===== src/rtl/aes_pipe_scheduler_pkg.sv =====
// Shared types for the AES pipe scheduler: block/byte types and the requester tag
// that travels alongside each block through the core.
package aes_pipe_scheduler_pkg;

  typedef logic [7:0]   byte_t;
  typedef logic [127:0] state_t;

  // Wide enough for the largest supported requester count (8).
  localparam int SCHED_ID_W = 3;

  typedef logic [SCHED_ID_W-1:0] sched_id_t;

  typedef struct packed {
    logic      vld;
    sched_id_t id;
  } sched_tag_t;

  function automatic sched_id_t nextId(sched_id_t id, int nReq);
    return (int'(id) == nReq - 1) ? '0 : id + 1'b1;
  endfunction

endpackage


===== src/rtl/aes_sched_rsp_fifo.sv =====
// Per-requester response FIFO. Push and pop may share an edge, including when full;
// the head seen by a pop is always the pre-edge head (no bypass).
module aes_sched_rsp_fifo
  import aes_pipe_scheduler_pkg::*;
#(
  parameter int DEPTH = 4
) (
  input  logic                   clock,
  input  logic                   reset,
  input  logic                   push,
  input  state_t                 pushData,
  input  logic                   pop,
  output state_t                 headData,
  output logic                   full,
  output logic                   empty,
  output logic [$clog2(DEPTH):0] count
);

  localparam int PTR_W = $clog2(DEPTH);

  state_t           mem [DEPTH];
  logic [PTR_W-1:0] wrPtr;
  logic [PTR_W-1:0] rdPtr;
  logic             doPush;
  logic             doPop;

  assign empty    = (count == '0);
  assign full     = (count == (PTR_W + 1)'(DEPTH));
  assign doPop    = pop && !empty;
  assign doPush   = push && (!full || doPop);
  assign headData = mem[rdPtr];

  always_ff @(posedge clock) begin
    if (doPush) mem[wrPtr] <= pushData;
  end

  always_ff @(posedge clock) begin
    if (reset) begin
      wrPtr <= '0;
      rdPtr <= '0;
      count <= '0;
    end else begin
      if (doPush) wrPtr <= wrPtr + 1'b1;
      if (doPop)  rdPtr <= rdPtr + 1'b1;
      case ({doPush, doPop})
        2'b10:   count <= count + 1'b1;
        2'b01:   count <= count - 1'b1;
        default: count <= count;
      endcase
    end
  end

endmodule


===== src/rtl/aes_pipe_scheduler.sv =====
// Round-robin scheduler sharing one pipelined AES core among N_REQ requesters with
// credit-bounded response FIFOs. Define AES_SCHED_STATS_EN for per-requester counters.
module aes_pipe_scheduler
  import aes_pipe_scheduler_pkg::*;
#(
  parameter int N_REQ     = 4,
  parameter int KEY_SIZE  = 128,
  parameter int LATENCY   = 10,
  parameter int RSP_DEPTH = 4
) (
  input  logic                              clock,
  input  logic                              reset,
  input  logic   [N_REQ-1:0]                req_valid,
  output logic   [N_REQ-1:0]                req_ready,
  input  state_t [N_REQ-1:0]                req_data,
  input  logic   [N_REQ-1:0][KEY_SIZE-1:0]  req_key,
  output logic   [N_REQ-1:0]                rsp_valid,
  input  logic   [N_REQ-1:0]                rsp_ready,
  output state_t [N_REQ-1:0]                rsp_data,
  output state_t                            core_data,
  output logic   [KEY_SIZE-1:0]             core_key,
  input  state_t                            core_result,
  output logic                              busy
`ifdef AES_SCHED_STATS_EN
  ,
  output logic   [N_REQ-1:0][31:0]          stat_issued,
  output logic   [N_REQ-1:0][31:0]          stat_starved
`endif
);

  localparam int CNT_W = $clog2(RSP_DEPTH) + 1;

  logic [CNT_W-1:0]    outstanding [N_REQ];
  logic [N_REQ-1:0]    eligible;
  logic [N_REQ-1:0]    grant;
  logic [N_REQ-1:0]    popFire;
  logic [N_REQ-1:0]    pushVec;
  logic                accept;
  sched_id_t           rrPtr;
  sched_id_t           grantId;
  state_t              selData;
  logic [KEY_SIZE-1:0] selKey;
  sched_tag_t          tagPipe [LATENCY+1];
  sched_tag_t          retTag;

  always_comb begin
    eligible = '0;
    for (int i = 0; i < N_REQ; i++)
      eligible[i] = req_valid[i] && (outstanding[i] < CNT_W'(RSP_DEPTH));
  end

  // Scan from the pointer upward with wrap; padding to 8 keeps index widths exact.
  always_comb begin
    logic [7:0] eligPad;
    logic [7:0] grantPad;
    logic [3:0] sum;
    logic       found;
    eligPad  = 8'(eligible);
    grantPad = '0;
    grantId  = '0;
    found    = 1'b0;
    sum      = '0;
    for (int k = 0; k < N_REQ; k++) begin
      sum = {1'b0, rrPtr} + 4'(k);
      if (sum >= 4'(N_REQ)) sum = sum - 4'(N_REQ);
      if (!found && eligPad[sum[2:0]]) begin
        found             = 1'b1;
        grantPad[sum[2:0]] = 1'b1;
        grantId           = sum[2:0];
      end
    end
    grant = reset ? '0 : grantPad[N_REQ-1:0];
  end

  assign req_ready = grant;
  assign accept    = |grant;
  assign popFire   = rsp_valid & rsp_ready;

  always_comb begin
    selData = '0;
    selKey  = '0;
    for (int i = 0; i < N_REQ; i++) begin
      if (grant[i]) begin
        selData = req_data[i];
        selKey  = req_key[i];
      end
    end
  end

  always_ff @(posedge clock) begin
    if (reset) begin
      rrPtr     <= '0;
      core_data <= '0;
      core_key  <= '0;
    end else if (accept) begin
      rrPtr     <= nextId(grantId, N_REQ);
      core_data <= selData;
      core_key  <= selKey;
    end else begin
      core_data <= '0;
      core_key  <= '0;
    end
  end

  // Tag rides beside the core so its last stage lines up with core_result.
  always_ff @(posedge clock) begin
    if (reset) begin
      for (int j = 0; j <= LATENCY; j++) tagPipe[j] <= '0;
    end else begin
      tagPipe[0] <= '{vld: accept, id: grantId};
      for (int j = 1; j <= LATENCY; j++) tagPipe[j] <= tagPipe[j-1];
    end
  end

  always_comb begin
    retTag  = tagPipe[LATENCY];
    pushVec = '0;
    for (int i = 0; i < N_REQ; i++)
      pushVec[i] = retTag.vld && (retTag.id == sched_id_t'(i));
  end

  always_ff @(posedge clock) begin
    for (int i = 0; i < N_REQ; i++) begin
      if (reset) begin
        outstanding[i] <= '0;
      end else begin
        case ({grant[i], popFire[i]})
          2'b10:   outstanding[i] <= outstanding[i] + 1'b1;
          2'b01:   outstanding[i] <= outstanding[i] - 1'b1;
          default: outstanding[i] <= outstanding[i];
        endcase
      end
    end
  end

  always_comb begin
    busy = 1'b0;
    for (int i = 0; i < N_REQ; i++) busy = busy | (outstanding[i] != '0);
  end

  for (genvar i = 0; i < N_REQ; i++) begin : gRsp
    logic             fifoFull;
    logic             fifoEmpty;
    logic [CNT_W-1:0] fifoCount;
    logic             unusedFifoStatus;

    aes_sched_rsp_fifo #(.DEPTH(RSP_DEPTH)) uFifo (
      .clock    (clock),
      .reset    (reset),
      .push     (pushVec[i]),
      .pushData (core_result),
      .pop      (rsp_ready[i]),
      .headData (rsp_data[i]),
      .full     (fifoFull),
      .empty    (fifoEmpty),
      .count    (fifoCount)
    );

    assign rsp_valid[i]     = !fifoEmpty;
    assign unusedFifoStatus = ^{fifoFull, fifoCount};
  end

`ifdef AES_SCHED_STATS_EN
  always_ff @(posedge clock) begin
    for (int i = 0; i < N_REQ; i++) begin
      if (reset) begin
        stat_issued[i]  <= '0;
        stat_starved[i] <= '0;
      end else begin
        if (grant[i] && (stat_issued[i] != '1))
          stat_issued[i] <= stat_issued[i] + 1'b1;
        if (req_valid[i] && !eligible[i] && (stat_starved[i] != '1))
          stat_starved[i] <= stat_starved[i] + 1'b1;
      end
    end
  end
`endif

endmodule


===== config.mk =====
export PLATFORM = sky130hd
export DESIGN_NAME = aes_pipe_scheduler
export DESIGN_NICKNAME = d
export VERILOG_FILES = /design/src/rtl/aes_pipe_scheduler_pkg.sv /design/src/rtl/aes_sched_rsp_fifo.sv /design/src/rtl/aes_pipe_scheduler.sv
export SDC_FILE = /design/constraint.sdc
export NUM_CORES = 2
export LEC_CHECK = 0
export ABC_AREA = 1
export ABC_CLOCK_PERIOD_IN_PS = 7410
export CAP_MARGIN = 10
export CORE_AREA = 10 10 745 747
export CTS_BUF_LIST = sky130_fd_sc_hd__clkbuf_4 sky130_fd_sc_hd__clkbuf_8
export CTS_CLUSTER_SIZE = 28
export DETAILED_ROUTE_END_ITERATION = 16
export DIE_AREA = 0 0 755 757
export GPL_TIMING_DRIVEN = 0
export HOLD_SLACK_MARGIN = 0.08
export PLACE_DENSITY_LB_ADDON = 0.05
export SLEW_MARGIN = 15
export SYNTH_ARGS = -nofsm -noshare
export SYNTH_HDL_FRONTEND = slang
export SYNTH_SLANG_ARGS = --single-unit

===== constraint.sdc =====
create_clock -name clock -period 7.41 [get_ports clock]
set_input_delay 0.741 -clock clock [delete_from_list [all_inputs] [get_ports clock]]
set_output_delay 0.741 -clock clock [all_outputs]
set_load 0.01 [all_outputs]

==> flow_summary.ini <==
; generated from flow reports
[logic_synthesis]
netlist_logic_family_top = simple AND/OR/NAND/NOR gates
top_cell = edfxtp_1
mappedNetlistArea_sq_mm = 0.0941
post_synth_top_flop = edfxtp_1
synth_compound_gate_area_share = 0.103
top_cell_area_share = 0.657
synthSimpleGateAreaFrac = 0.125

[power_and_ir_drop]
vdd_drop_max_uv = 145
p_leak_nw = 46.7

[setup_path]
reg2regPathDepth = 18
critPathMaxFanout = 10
regToRegSetupSlack_ns = 1.81

[grt]
first_global_vias = 78000

[floorplan]
horizontal_extent_of_the_die_um = 755
placementRows = 270

[final_layout]
number_of_multi_input_combinational_cells = 4718
final_common_cell = edfxtp_1
finalNetCount = 11800
seq_area_sq_mm = 0.0686

[placed_design]
gp_congestion = 0.934

[timing]
fin_ws_ns = 0.698
final_period_util = 0.906

[hold_path]
holdCritStartpoint = req_data[126]
whs_endpoint = core_data[126]

[run_status]
status = finished, final reports clean

[cts]
cts_sinks = 2399
path_clk_slew_ns = 0.05

[routing]
route.top_layer_used = met5

[job]
max-cap-violations = 0
## repair_timing
| action | in CTS | in global routing |
|---|---|---|
| endpoints found under the setup margin | 0 | 0 |
| hold endpoints to repair | 169 | 12 |
| buffers inserted | 0 | 0 |
| hold buffers | 80 | 1 |
## worst max-delay path by stage
stage / slack, ns / end / cells after the start / start
5_1_grt: 0.33 / rsp_data[495] / 8 / flip-flop
3_3_place_gp: -9.61 / gRsp[3].uFifo.mem[0][67] / 6 / rsp_ready[3]
2_1_floorplan: 0.01 / gRsp[2].uFifo.mem[0][0] / 5 / rsp_ready[2]
3_5_place_dp: 1.54 / rsp_data[495] / 8 / flip-flop
4_1_cts: 0.16 / rsp_data[495] / 8 / flip-flop
6_report: 0.70 / rsp_data[37] / 7 / flip-flop
## where the power goes
part           total, mW  switching [mW]  internal, mW
logic               20.0            14.3          5.71
clock network       13.9            6.40          7.51
registers           15.6           0.295          15.3
## critical path: stages (launching register included)
cell             delay, ns
dfxtp_1               0.68
clkbuf_1              0.76
clkbuf_2              0.64
clkbuf_1              0.73
clkbuf_1              0.71
nor2_1                0.12
o22ai_1               0.16
clkdlybuf4s50_1       0.99
## per-stage QoR
| stage | hold WS [ns] | power [mW] | cell area, sq um |
|---|---|---|---|
| after floorplan | 0.388 | 22.6 | 94100 |
| after global placement | 0.395 | 36.6 | 123000 |
| after detailed placement | 0.396 | 36.6 | 126000 |
| after CTS | 0.0802 | 51.0 | 136000 |
| after global routing | 0.158 | 51.9 | 136000 |
| final | 0.260 | 49.5 | 136000 |
## sequential cells by signal (all words and copies together) (netlist names), named ones only
signal	count
tagPipe	44
core_data	128
core_key	128
gRsp.uFifo.count	12
gRsp.uFifo.rdPtr	8
outstanding	12
rrPtr	3
gRsp.uFifo.wrPtr	8
gRsp.uFifo.mem	2048
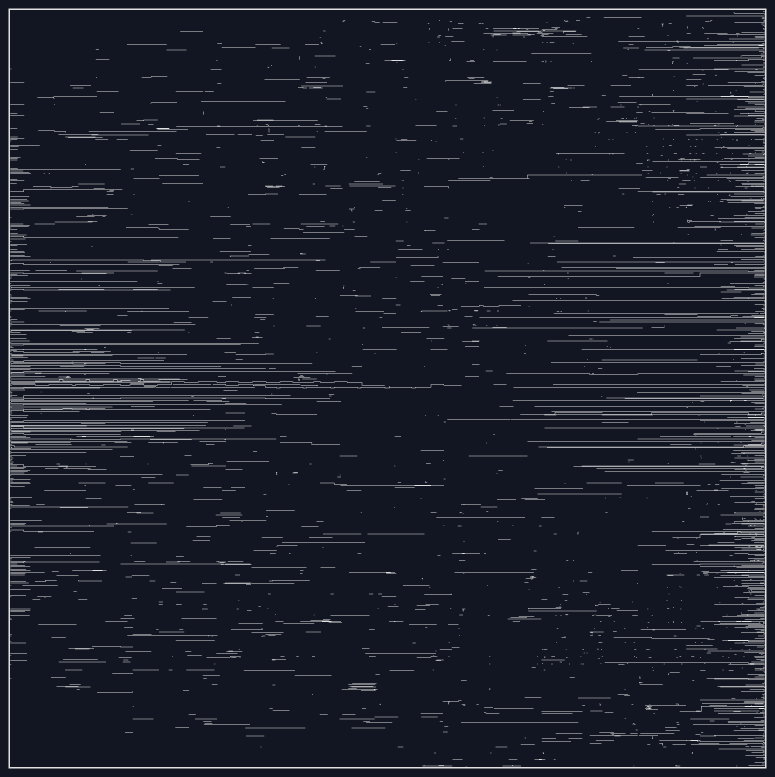
**Above:** the metal 3 layer.
Scale: 1 px per um.
share of all routed wire: 6.9%
wire length on this layer: 47.3 mm
nets with wire on the layer: 1498
DRT Wirelength: 685000 um
vias after detailed routing: 77900
met3 routing resource usage after global routing: 0.0639

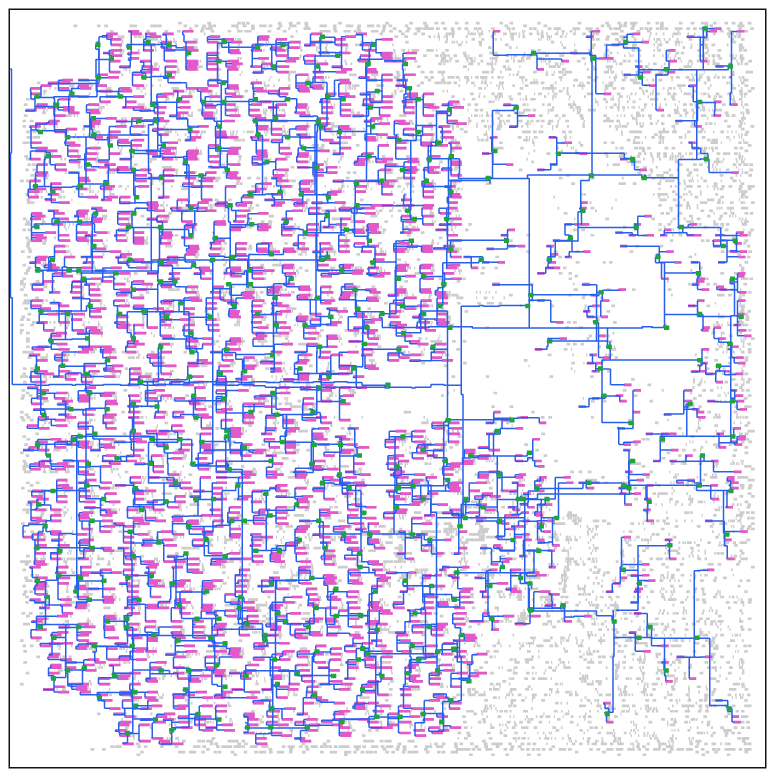
**Above:** clock wires, drivers and flops.
Scale: 1 px per um.
legend:
  magenta:
    item: flip-flops
    count: 2399
  blue:
    item: clock wires
    length: 43.2 mm
  green:
    item: clock drivers
    count: 467
flops lie: widely spread
skew final: 0.117 ns
Clock net power: 13.9 mW
latest clock arrival within the worst-skew pair: 1.22 ns
clock power share: 0.281

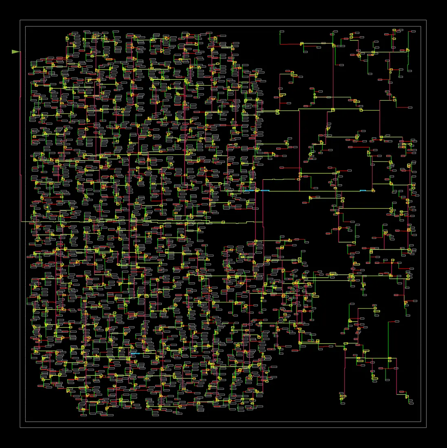
**Above:** clock nets.
Clock buffer cells: 665
TritonCTS Buffers: 467

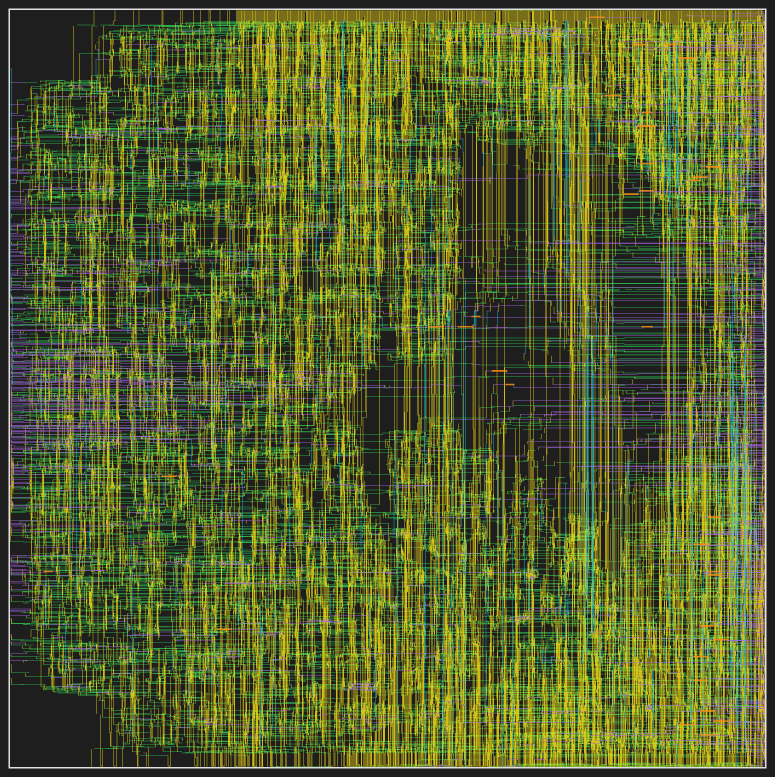
**Above:** metal layers overlaid.
Scale: 1 px per um.
legend:
  purple:
    layer: metal 3
    wire_length: 47.3 mm
  yellow:
    layer: metal 2
    wire_length: 363 mm
  orange:
    layer: metal 5
    wire_length: 430 um
  cyan:
    layer: metal 4
    wire_length: 25.9 mm
  green:
    layer: metal 1
    wire_length: 249 mm
overall global routing resource usage: 0.229
average wire per cell in the routed design: 37.4 um

Power is estimated from default activity; no workload was simulated.
